==> src/rtl/xbar_route_builder.sv <==
// Crossbar route builder: collects single-switch commands into a 16x32 map and pushes it to the xbar serialiser.
// Optional build macro XBAR_SHADOW_READ_EN exposes the map as read-only shadow registers at 0x40..0x5F.
module xbar_route_builder #(
    parameter logic [7:0]  POSITION = 8'd1,
    parameter logic [7:0]  XBAR_POS = 8'd0,
    parameter logic [15:0] TIMEOUT  = 16'd4095
) (
    input  logic        ebi_clk,
    input  logic        reset,
    input  logic        cmd_bus_enable,
    input  logic        cmd_bus_wr,
    input  logic        re,
    input  logic [15:0] cmd_bus_addr,
    input  logic [31:0] cmd_bus_data,
    output logic [15:0] data_out,
    output logic        xb_enable,
    output logic        xb_wr,
    output logic        xb_re,
    output logic [15:0] xb_addr,
    output logic [31:0] xb_data,
    input  logic [15:0] xb_rdata
);

    localparam logic [2:0] ST_IDLE    = 3'd0;
    localparam logic [2:0] ST_WORDS   = 3'd1;
    localparam logic [2:0] ST_CMD     = 3'd2;
    localparam logic [2:0] ST_POLL_HI = 3'd3;
    localparam logic [2:0] ST_POLL_LO = 3'd4;

    logic [2:0]  state_q, state_d;
    logic [3:0]  idx_q, idx_d;
    logic [15:0] cnt_q, cnt_d;
    logic        skip_q, skip_d;
    logic [31:0] map_q [16];
    logic [31:0] map_d [16];
    logic        dirty_q, dirty_d;
    logic        err_drop_q, err_drop_d;
    logic        err_to_q, err_to_d;
    logic [15:0] commits_q, commits_d;
    logic [15:0] data_out_q, data_out_d;
    logic        xb_enable_q, xb_enable_d;
    logic        xb_wr_q, xb_wr_d;
    logic        xb_re_q, xb_re_d;
    logic [15:0] xb_addr_q, xb_addr_d;
    logic [31:0] xb_data_q, xb_data_d;

    logic        cs_s, wr_s, rd_s, busy_s;
    logic [7:0]  reg_s;
    logic [3:0]  idx_n_s;
    logic        unused_ok_s;

    assign cs_s    = cmd_bus_enable && (cmd_bus_addr[15:8] == POSITION);
    assign wr_s    = cs_s && cmd_bus_wr;
    assign rd_s    = cs_s && re;
    assign reg_s   = cmd_bus_addr[7:0];
    assign busy_s  = (state_q != ST_IDLE);
    assign idx_n_s = idx_q + 4'd1;
    assign unused_ok_s = ^{cmd_bus_data[31:17], cmd_bus_data[15:12], cmd_bus_data[7:5], xb_rdata[15:1]};

    assign data_out  = data_out_q;
    assign xb_enable = xb_enable_q;
    assign xb_wr     = xb_wr_q;
    assign xb_re     = xb_re_q;
    assign xb_addr   = xb_addr_q;
    assign xb_data   = xb_data_q;

    always_comb begin
        state_d     = state_q;
        idx_d       = idx_q;
        cnt_d       = cnt_q;
        skip_d      = 1'b0;
        map_d       = map_q;
        dirty_d     = dirty_q;
        err_drop_d  = err_drop_q;
        err_to_d    = err_to_q;
        commits_d   = commits_q;
        data_out_d  = 16'h0000;
        xb_enable_d = 1'b0;
        xb_wr_d     = 1'b0;
        xb_re_d     = 1'b0;
        xb_addr_d   = 16'h0000;
        xb_data_d   = 32'h0000_0000;

        if (rd_s) begin
            case (reg_s)
                8'h08: begin
                    data_out_d = {12'h000, err_to_q, err_drop_q, dirty_q, busy_s};
                    err_drop_d = 1'b0;
                    err_to_d   = 1'b0;
                end
                8'h09: data_out_d = 16'h7b10;
                8'h0A: data_out_d = commits_q;
                default: begin
`ifdef XBAR_SHADOW_READ_EN
                    if (reg_s[7:5] == 3'b010) begin
                        data_out_d = reg_s[0] ? map_q[reg_s[4:1]][31:16] : map_q[reg_s[4:1]][15:0];
                    end else begin
                        data_out_d = 16'h0000;
                    end
`else
                    data_out_d = 16'h0000;
`endif
                end
            endcase
        end else begin
            data_out_d = 16'h0000;
        end

        // Map-changing commands are refused while a push is in flight so the pushed image stays coherent.
        if (wr_s && busy_s && (reg_s == 8'h00 || reg_s == 8'h01 || reg_s == 8'h02)) begin
            err_drop_d = 1'b1;
        end else if (wr_s) begin
            case (reg_s)
                8'h00: begin
                    map_d[cmd_bus_data[11:8]][cmd_bus_data[4:0]] = cmd_bus_data[16];
                    dirty_d = 1'b1;
                end
                8'h01: begin
                    for (int w = 0; w < 16; w++) begin
                        map_d[w] = 32'h0000_0000;
                    end
                end
                8'h02: begin
                    state_d     = ST_WORDS;
                    idx_d       = 4'd0;
                    dirty_d     = 1'b0;
                    xb_enable_d = 1'b1;
                    xb_wr_d     = 1'b1;
                    xb_addr_d   = {XBAR_POS, 8'h00};
                    xb_data_d   = map_q[0];
                end
                default: ;
            endcase
        end else begin
            dirty_d = dirty_q;
        end

        // State encodes what is on the master bus this cycle; the d-side sets up next cycle's transfer.
        case (state_q)
            ST_WORDS: begin
                xb_enable_d = 1'b1;
                xb_wr_d     = 1'b1;
                if (idx_q == 4'd15) begin
                    state_d   = ST_CMD;
                    xb_addr_d = {XBAR_POS, 8'h20};
                    xb_data_d = 32'h0000_0001;
                end else begin
                    idx_d     = idx_n_s;
                    xb_addr_d = {XBAR_POS, 4'h0, idx_n_s};
                    xb_data_d = map_q[idx_n_s];
                end
            end
            ST_CMD: begin
                state_d     = ST_POLL_HI;
                cnt_d       = 16'd0;
                skip_d      = 1'b1;
                xb_enable_d = 1'b1;
                xb_re_d     = 1'b1;
                xb_addr_d   = {XBAR_POS, 8'h0A};
            end
            ST_POLL_HI, ST_POLL_LO: begin
                xb_enable_d = 1'b1;
                xb_re_d     = 1'b1;
                xb_addr_d   = {XBAR_POS, 8'h0A};
                if (state_q == ST_POLL_HI && !skip_q && xb_rdata[0]) begin
                    state_d = ST_POLL_LO;
                    cnt_d   = 16'd0;
                end else if (state_q == ST_POLL_LO && !xb_rdata[0]) begin
                    state_d     = ST_IDLE;
                    commits_d   = commits_q + 16'd1;
                    xb_enable_d = 1'b0;
                    xb_re_d     = 1'b0;
                    xb_addr_d   = 16'h0000;
                end else if (cnt_q == TIMEOUT - 16'd1) begin
                    state_d     = ST_IDLE;
                    err_to_d    = 1'b1;
                    xb_enable_d = 1'b0;
                    xb_re_d     = 1'b0;
                    xb_addr_d   = 16'h0000;
                end else begin
                    cnt_d = cnt_q + 16'd1;
                end
            end
            default: ;
        endcase
    end

    // State and output registers with synchronous reset.
    always_ff @(posedge ebi_clk) begin
        if (reset) begin
            state_q     <= ST_IDLE;
            idx_q       <= 4'd0;
            cnt_q       <= 16'd0;
            skip_q      <= 1'b0;
            for (int w = 0; w < 16; w++) begin
                map_q[w] <= 32'h0000_0000;
            end
            dirty_q     <= 1'b0;
            err_drop_q  <= 1'b0;
            err_to_q    <= 1'b0;
            commits_q   <= 16'd0;
            data_out_q  <= 16'h0000;
            xb_enable_q <= 1'b0;
            xb_wr_q     <= 1'b0;
            xb_re_q     <= 1'b0;
            xb_addr_q   <= 16'h0000;
            xb_data_q   <= 32'h0000_0000;
        end else begin
            state_q     <= state_d;
            idx_q       <= idx_d;
            cnt_q       <= cnt_d;
            skip_q      <= skip_d;
            for (int w = 0; w < 16; w++) begin
                map_q[w] <= map_d[w];
            end
            dirty_q     <= dirty_d;
            err_drop_q  <= err_drop_d;
            err_to_q    <= err_to_d;
            commits_q   <= commits_d;
            data_out_q  <= data_out_d;
            xb_enable_q <= xb_enable_d;
            xb_wr_q     <= xb_wr_d;
            xb_re_q     <= xb_re_d;
            xb_addr_q   <= xb_addr_d;
            xb_data_q   <= xb_data_d;
        end
    end

endmodule

==> config.mk <==
export PLATFORM = sky130hd
export DESIGN_NAME = xbar_route_builder
export DESIGN_NICKNAME = d
export VERILOG_FILES = /design/src/rtl/xbar_route_builder.sv
export SDC_FILE = /design/constraint.sdc
export NUM_CORES = 2
export LEC_CHECK = 0
export ABC_CLOCK_PERIOD_IN_PS = 5650
export CORE_UTILIZATION = 34
export DETAILED_ROUTE_END_ITERATION = 10
export GPL_ROUTABILITY_DRIVEN = 0
export MAX_ROUTING_LAYER = met4
export PLACE_DENSITY = 0.58
export SKIP_LAST_GASP = 1
export SYNTH_ARGS = -nofsm -noshare
export SYNTH_HDL_FRONTEND = slang
export SYNTH_SLANG_ARGS = --single-unit
==> constraint.sdc <==
create_clock -name ebi_clk -period 5.65 [get_ports ebi_clk]
set_input_delay 1.13 -clock ebi_clk [delete_from_list [all_inputs] [get_ports ebi_clk]]
set_output_delay 1.13 -clock ebi_clk [all_outputs]
set_load 0.005 [all_outputs]
**Met1 routing**

(1.5 px per µm) Supply wires on this layer in gray. Cells faint in the background.
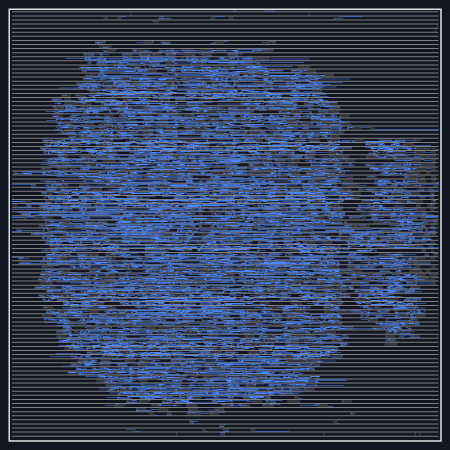
The longest straight run is 81.0 µm. The wires run mostly horizontal.

**Met2 routing**

(1.5 px per µm)
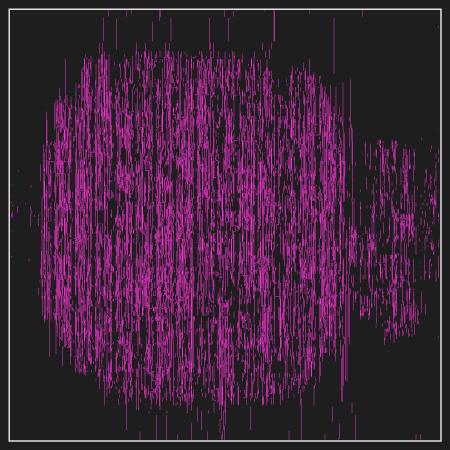
2,259 nets have wire on it. The wires run mostly vertical. The layer carries 42.8 mm of wire.
M2 GR Usage: 34.4%
WL final: 95,500 µm
vias post-DR: 24,797

**Metal 3**

(2 px per µm) Cells faint in the background.
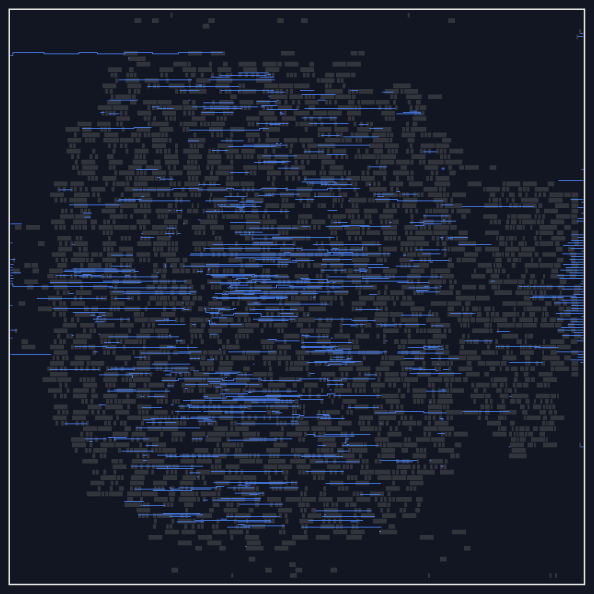
The layer holds 7.9% of the routed length. The layer carries 7,550 µm of wire. The wires run mostly horizontal. The longest straight run is 77.7 µm. 233 nets have wire on it.
met3 usage: 3.37%

**M4 wires**

(1 px per µm) Supply wires on this layer in gray. Cells faint in the background.
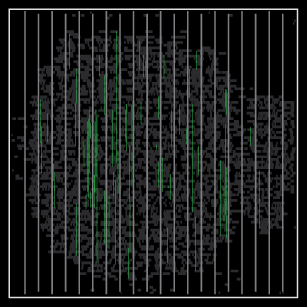
The wires run mostly vertical. The layer carries 2,680 µm of wire. 40 nets have wire on it. The layer holds 2.8% of the routed length.

**Congestion heat map**

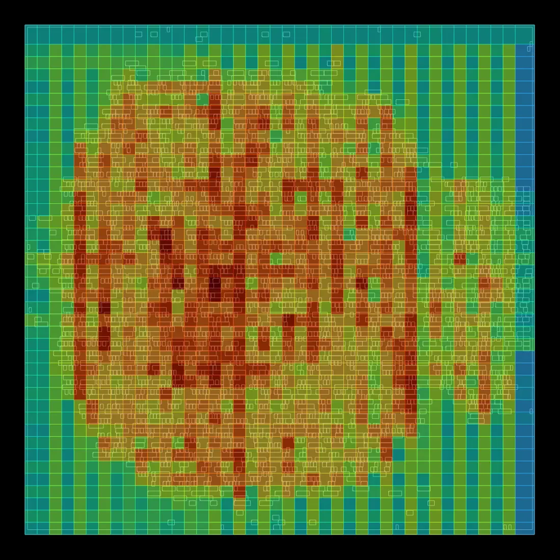
met1 Use GR: 32.5%
GRT busiest layer: met2
Avg WL per Cell: 23.0 µm
All-Layer GR Usage: 23.2%
Final Util: 39.0%

==> CHANGELOG.md <==
### Physical design

* Top Layout Cells: 978 x o21ai_0, 610 x dfxtp_1, 534 x a21oi_1
* Hold path depth at 2
* Post-CTS sizing at 0
* Highest clock rate at 247 MHz
* Cell row count at 104
* Hold Worst Slack at between 400 and 500 ps
* Crit end category: flop
* Synth cell types at 59
* Depth of the most critical reg-to-reg path at 7
* Sw Ratio at between 20% and 30%
* Outcome: completed
* Number of sequential cells at 611
* Largest power group: the clock network
* Commonest Layout Cell: o21ai_0
* Power of the sequential group at 4.31 mW
* Plain + repair buffers at approximately 150
* Drt pass-1 iters at 5
* Yosys Instances at 3,165
* Crit path to: map_q[320]
* Crit Path Category: in -> reg
* Initial DRC Count at 3,096
* # setup viols final at 0
* Maxcap violations at 0
* P_clk at between 4 and 5 mW
* Clk pwr share at around half
* CP Launch Type: primary input
* Total power at 9.12 mW
* Number of synthesized flops with an enable pin at 0
* Clock sink count at approximately 610
* Metal-1 WL at 42,400 µm
* Fraction of area in multi-input gates at between 40 and 50%
* # DRC at 0
* Met2 WL post-DR at 42,800 µm
* Comb area leader: AND-OR/OR-AND gates
* Final Non-Filler Cells at 4,156
* Skew-Pair Late Insertion Delay at 620 ps
* Final non-clock buffer share at 4.62%
* Tool Warnings at 70
* Crit-path max FO at 32
* Yosys top cell by area: dfxtp_1
* Worst Max-Slew Pin Slew at 1290 ps
* Simple-Gate Fraction of Synth Area at 5.33%
* Pre-CTS WS at 1070 ps
* Sequential power share at 47.2%
* Clk tree area frac at between 7 and 8%
* Seq area share at 39.1%
* MUX area fraction at 12.8%
* LEAKAGE at 10.2 nW
* Initial antenna violation count at 1
* Register-to-register setup slack at between 2000 and 2500 ps
* Worst Setup SP: cmd_bus_addr[10]
* Wire length on met3 at about 7500 µm
* Worst Path Required at between 6000 and 7000 ps
* Design area at around 31,000 µm²
* Hpwl dp at 48,600 µm
* Syn Area/Cell at a little under 9 µm²
* Clock Path Buffers at 3
* Critical Path Stages at 7
* Final setup TNS at 0 ps
* Comb pwr share at ~4.5%
* Antenna Cells at 1
* Seq cells post-synth at 611
* Cells after Synth at approximately 3,200
* DIE HEIGHT at 287 µm
* Critical Path Max Stage Delay at 780 ps
* Global route total overflow at 0
* Delay-heaviest family, CP: simple AND/OR/NAND/NOR gates
* Uppermost layer routed: met4
* Worst Hold End: err_to_q
* Max-slew violations at 0
* Core area at 80,400 µm²
* Reg-to-Reg End: xb_data[0]
* Synth Area in Compound Gates at a little under a third
* RSZ-0062 raised after global routing: no
* Post-route minimum period at 4050 ps
Power is estimated from default activity; no workload was simulated.
